==> images/met1.png <==
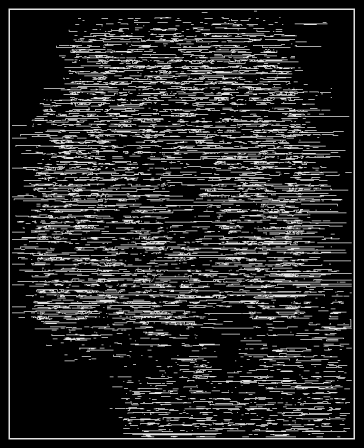
==> images/met2.png <==
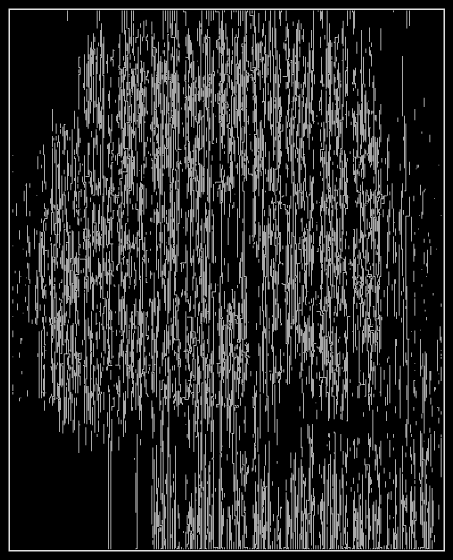
$ cat src/rtl/seq_mult_issue_ctrl.sv
// Operand-pair FIFO feeding a sequential multiplier one op at a time; products leave on valid/ready.
// Optional WAIT watchdog is enabled by defining MUL_TIMEOUT_EN.
module seq_mult_issue_ctrl #(
    parameter int WIDTH          = 32,
    parameter int FIFO_DEPTH     = 4,
    parameter int TIMEOUT_CYCLES = 128
) (
    input  logic                        clk,
    input  logic                        rst,
    input  logic                        in_valid,
    output logic                        in_ready,
    input  logic [WIDTH-1:0]            in_a,
    input  logic [WIDTH-1:0]            in_b,
    output logic                        mul_start,
    output logic [WIDTH-1:0]            mul_multiplicand,
    output logic [WIDTH-1:0]            mul_multiplier,
    input  logic [2*WIDTH-1:0]          mul_product,
    input  logic                        mul_done,
    output logic                        out_valid,
    input  logic                        out_ready,
    output logic [2*WIDTH-1:0]          out_product,
    output logic                        out_err,
    output logic                        busy,
    output logic [$clog2(FIFO_DEPTH):0] fifo_count
);
    localparam int PW = $clog2(FIFO_DEPTH);
    localparam int CW = PW + 1;
    localparam logic [PW-1:0] PTR_ONE  = PW'(1'b1);
    localparam logic [CW-1:0] CNT_ONE  = CW'(1'b1);
    localparam logic [CW-1:0] CNT_FULL = CW'(FIFO_DEPTH);

    typedef enum logic [1:0] {
        ST_IDLE  = 2'd0,
        ST_ISSUE = 2'd1,
        ST_WAIT  = 2'd2,
        ST_OUT   = 2'd3
    } state_t;

    state_t                 state_r;
    state_t                 state_s;
    logic [2*WIDTH-1:0]     mem_r [FIFO_DEPTH];
    logic [PW-1:0]          wr_ptr_r;
    logic [PW-1:0]          rd_ptr_r;
    logic [CW-1:0]          count_r;
    logic                   mul_start_r;
    logic [WIDTH-1:0]       op_a_r;
    logic [WIDTH-1:0]       op_b_r;
    logic                   out_valid_r;
    logic [2*WIDTH-1:0]     out_product_r;
    logic                   full_s;
    logic                   empty_s;
    logic                   push_s;
    logic                   pop_s;
    logic                   timeout_hit_s;

    // in_ready looks only at full, so a pop never opens a same-cycle slot
    assign full_s  = (count_r == CNT_FULL);
    assign empty_s = (count_r == {CW{1'b0}});
    assign push_s  = in_valid && !full_s;
    assign pop_s   = (state_r == ST_IDLE) && !empty_s;

    assign in_ready         = !full_s;
    assign fifo_count       = count_r;
    assign busy             = (state_r != ST_IDLE) || !empty_s;
    assign mul_start        = mul_start_r;
    assign mul_multiplicand = op_a_r;
    assign mul_multiplier   = op_b_r;
    assign out_valid        = out_valid_r;
    assign out_product      = out_product_r;

`ifdef MUL_TIMEOUT_EN
    localparam int TW = $clog2(TIMEOUT_CYCLES + 1);
    localparam logic [TW-1:0] TMR_ONE  = TW'(1'b1);
    localparam logic [TW-1:0] TMR_LAST = TW'(TIMEOUT_CYCLES - 1);

    logic [TW-1:0] timer_r;
    logic          out_err_r;

    assign timeout_hit_s = (state_r == ST_WAIT) && !mul_done && (timer_r == TMR_LAST);
    assign out_err       = out_err_r;

    // WAIT-cycle counter, restarted by every issue
    always_ff @(posedge clk or negedge rst) begin
        if (!rst) begin
            timer_r <= {TW{1'b0}};
        end else if (state_r == ST_ISSUE) begin
            timer_r <= {TW{1'b0}};
        end else if ((state_r == ST_WAIT) && !mul_done && !timeout_hit_s) begin
            timer_r <= timer_r + TMR_ONE;
        end else begin
            timer_r <= timer_r;
        end
    end

    // error flag travels with the product it qualifies
    always_ff @(posedge clk or negedge rst) begin
        if (!rst) begin
            out_err_r <= 1'b0;
        end else if ((state_r == ST_WAIT) && mul_done) begin
            out_err_r <= 1'b0;
        end else if (timeout_hit_s) begin
            out_err_r <= 1'b1;
        end else if ((state_r == ST_OUT) && out_ready) begin
            out_err_r <= 1'b0;
        end else begin
            out_err_r <= out_err_r;
        end
    end
`else
    assign timeout_hit_s = 1'b0;
    assign out_err       = 1'b0;
`endif

    // FSM state register
    always_ff @(posedge clk or negedge rst) begin
        if (!rst) begin
            state_r <= ST_IDLE;
        end else begin
            state_r <= state_s;
        end
    end

    // next-state: done seen in ISSUE may be left over from the previous op, so only WAIT honours it
    always_comb begin
        state_s = state_r;
        case (state_r)
            ST_IDLE: begin
                if (!empty_s) state_s = ST_ISSUE;
                else          state_s = ST_IDLE;
            end
            ST_ISSUE: state_s = ST_WAIT;
            ST_WAIT: begin
                if (mul_done || timeout_hit_s) state_s = ST_OUT;
                else                           state_s = ST_WAIT;
            end
            ST_OUT: begin
                if (out_ready) state_s = ST_IDLE;
                else           state_s = ST_OUT;
            end
            default: state_s = ST_IDLE;
        endcase
    end

    // FIFO storage
    always_ff @(posedge clk or negedge rst) begin
        if (!rst) begin
            for (int i = 0; i < FIFO_DEPTH; i++) begin
                mem_r[i] <= {(2*WIDTH){1'b0}};
            end
        end else if (push_s) begin
            mem_r[wr_ptr_r] <= {in_a, in_b};
        end else begin
            mem_r[wr_ptr_r] <= mem_r[wr_ptr_r];
        end
    end

    // FIFO pointers and occupancy; power-of-two depth lets pointers wrap naturally
    always_ff @(posedge clk or negedge rst) begin
        if (!rst) begin
            wr_ptr_r <= {PW{1'b0}};
            rd_ptr_r <= {PW{1'b0}};
            count_r  <= {CW{1'b0}};
        end else begin
            wr_ptr_r <= push_s ? (wr_ptr_r + PTR_ONE) : wr_ptr_r;
            rd_ptr_r <= pop_s  ? (rd_ptr_r + PTR_ONE) : rd_ptr_r;
            if (push_s && !pop_s) begin
                count_r <= count_r + CNT_ONE;
            end else if (pop_s && !push_s) begin
                count_r <= count_r - CNT_ONE;
            end else begin
                count_r <= count_r;
            end
        end
    end

    // operand registers and start pulse, both loaded by the IDLE pop
    always_ff @(posedge clk or negedge rst) begin
        if (!rst) begin
            op_a_r      <= {WIDTH{1'b0}};
            op_b_r      <= {WIDTH{1'b0}};
            mul_start_r <= 1'b0;
        end else begin
            mul_start_r <= pop_s;
            if (pop_s) begin
                op_a_r <= mem_r[rd_ptr_r][2*WIDTH-1:WIDTH];
                op_b_r <= mem_r[rd_ptr_r][WIDTH-1:0];
            end else begin
                op_a_r <= op_a_r;
                op_b_r <= op_b_r;
            end
        end
    end

    // product capture; out_product keeps its value after the handshake
    always_ff @(posedge clk or negedge rst) begin
        if (!rst) begin
            out_valid_r   <= 1'b0;
            out_product_r <= {(2*WIDTH){1'b0}};
        end else if ((state_r == ST_WAIT) && mul_done) begin
            out_valid_r   <= 1'b1;
            out_product_r <= mul_product;
        end else if (timeout_hit_s) begin
            out_valid_r   <= 1'b1;
            out_product_r <= {(2*WIDTH){1'b0}};
        end else if ((state_r == ST_OUT) && out_ready) begin
            out_valid_r   <= 1'b0;
            out_product_r <= out_product_r;
        end else begin
            out_valid_r   <= out_valid_r;
            out_product_r <= out_product_r;
        end
    end

endmodule
$ cat config.mk
export PLATFORM = sky130hd
export DESIGN_NAME = seq_mult_issue_ctrl
export DESIGN_NICKNAME = d
export VERILOG_FILES = /design/src/rtl/seq_mult_issue_ctrl.sv
export SDC_FILE = /design/constraint.sdc
export NUM_CORES = 1
export LEC_CHECK = 0
export CORE_ASPECT_RATIO = 1.25
export CORE_MARGIN = 1.5
export CORE_UTILIZATION = 50
export CTS_CLUSTER_DIAMETER = 150
export DETAILED_ROUTE_END_ITERATION = 10
export PLACE_DENSITY = 0.8
export SYNTH_ARGS = -nofsm -noshare
export SYNTH_HDL_FRONTEND = slang
export SYNTH_SLANG_ARGS = --single-unit
$ cat constraint.sdc
create_clock -name clk -period 5.63 [get_ports clk]
set_input_delay 1.126 -clock clk [delete_from_list [all_inputs] [get_ports clk]]
set_output_delay 1.126 -clock clk [all_outputs]
set_load 0.05 [all_outputs]
==> impl_metrics.csv <==
group,metric,value,unit
outcome,status,"complete, no violations",
yosys,yosysMostFrequentCell,"dfrtp_1",
global_routing,grt_pass1_wl,77390,um
yosys,ys_cells,1457,
clock_network,clk_pin_slew_worst_paths,0.06,ns
global_routing,grt_overflow,0,
yosys,mux_share,0.2343,
pwr,p_leak,0.008655,uW
yosys,synth_cell_types,30,
yosys,synth_area_leader_cell,"dfrtp_1",
final_layout,final_nets,1797,
floorplanning,num_rows,78,
drt,vias,13560,
worst_setup_path,r2r_start,"wr_ptr_r[1]",
final_timing,finalSetupViolCount,0,
final_timing,max_slew_margin,0.2207,
pwr,p_comb_frac,0.506,
yosys,ys_top_cells_by_count,"dfrtp_1 (395), nor2_1 (260), a31oi_1 (256)",
worst_setup_path,worst_setup_path_start_kind,"flip-flop",
worst_setup_path,cp-end-kind,"output pin",
pwr,p_switching,7179,uW
pwr,p_per_area,738.0,nW/um2
clock_network,h-tree-depth,2,
pwr,ir_drop,0.3918,mV
final_timing,fmax,0.2801,GHz
placed_design,place_hpwl,28710,um
pwr,internal_power,9610,uW
run,warnings,31,
pwr,p_seq_frac,0.331,
drt,detail-route-antenna-nets,0,
yosys,yosys.stat.seqShare,0.5343,
final_timing,whs,0.5032,ns
yosys,synth_flops,395,
placed_design,port_buffers,267,
yosys,ys_sh_aoi,0.1150,
final_layout,fillers,2775,
yosys,postSynth.asyncResetShare,1.000,
drt,drcViolationCount,0,
drt,wl_per_cell,22.16,um
drt,routed_via_density,6.249,
yosys,synth-adder-area-share,0.004463,
floorplanning,ios,269,
clock_network,cts-resized-gates,0,
global_routing,grt_usage,0.2571,
yosys,edf_count,0,
final_layout,layout_top_cells,"dfrtp_1 (391), clkdlybuf4s50_1 (265), nor2_1 (260)",
final_layout,layout_top_cell,"dfrtp_1",
clock_network,clock_path_buffers,3,
final_timing,finalSetupTns,0,ns
final_layout,post-route-util,0.6249,
floorplanning,fp-utilization,0.5082,
drt,firstDrtPassIters,6,
yosys,synthFlopType,"dfrtp_1",
final_timing,fin_crit,3.571,ns
clock_network,cts_root_buf,"clkbuf_16",
global_routing,grt_max_degree,116,
final_layout,area_growth,22.96,%
worst_setup_path,worstPathRequired,4.50,ns
floorplanning,die_w,175.1,um
final_timing,clock_skew,0.01016,ns
clock_network,cts_made_buffers,40,
drt,drtIter0Drc,1052,
clock_network,cts_sinks,395,
yosys,ys_sh_simple,0.07365,
worst_setup_path,critical_path_class,"flip-flop to output pin",
yosys,ys_area,18500,um2
yosys,synth_nets,1596,
yosys,avgSynthCellArea,12.70,um2
worst_setup_path,arrival,2.44,ns
yosys,top_area_frac,0.5343,
clock_network,post_cts.repair.setup_buffers,0,
floorplanning,die_y,218.1,um
floorplanning,core_area,36400,um2
pwr,p_clk_frac,0.163,
placed_design,place_ws,2.579,ns
final_timing,tightest_slew,1.169,ns
Notes on met1.png above:
- share of all routed wire: 39%
- longest straight run: 52.9 um

Notes on met2.png above:
- nets with wire on the layer: 1,600
- share of all routed wire: 51%
- wire length on this layer: 24.4 mm
- main direction: vertical
- longest straight run: 53.5 um

==> final timing paths <==
kind                                        end  slack [ns]  depth (start not counted)
max                                        busy        2.06                          3
min                           mul_multiplier[9]        0.50                          1
max reg2reg                          mem_r[218]        2.75                          5
min reg2reg                   mul_multiplier[9]        0.50                          1
max in group asynchronous  mul_multiplicand[25]        3.70                          2
min in group asynchronous            mem_r[211]        0.68                          1
==> through the flow <==
stage / total power, uW / instance area, um2
after floorplan: 11600 / 18500
after global placement: 13770 / 21390
after detailed placement: 14090 / 21390
after CTS: 16870 / 22750
after global routing: 17720 / 22750
final: 16790 / 22750
==> metal layers <==
metal / share of wire / GRT usage
met5: 0 / 0
met4: 0.039 / 0.1088
met3: 0.068 / 0.04097
met2: 0.51 / 0.4283
met1: 0.39 / 0.3363
==> critical path, cell delays in order (launching register included) <==
cell             delay, ns
dfrtp_1               0.42
nor2_1                0.59
nand2b_1              0.15
clkdlybuf4s50_1       0.74
==> layout make-up <==
cell class / count / area (um2) / area share
Sequential cell: 395 / 9899 / 0.4352
Multi-Input combinational cell: 929 / 8026 / 0.3528
Timing Repair Buffer: 286 / 2840 / 0.1248
Clock buffer: 57 / 1186 / 0.05214
Tap cell: 480 / 600.6 / 0.02640
Clock inverter: 15 / 168.9 / 0.007425
Inverter: 6 / 25.02 / 0.001100
Antenna cell: 1 / 2.502 / 0.0001100
==> state kept, by name, summed over array words and instances (netlist names) <==
signal / cells
fifo_count: 3
mul_start: 1
mem_r: 256
out_valid: 1
mul_multiplier: 32
state_r: 2
rd_ptr_r: 2
out_product: 64
mul_multiplicand: 32
wr_ptr_r: 2
==> power groups by stage <==
stage	clock, uW	sequential, uW	combinational, uW
floorplan	0	6650	4950
global placement	0	5460	8310
detailed placement	0	5590	8500
CTS	2790	5550	8530
global route	2900	5770	9060
finish	2740	5550	8500
Power is estimated from default activity; no workload was simulated.
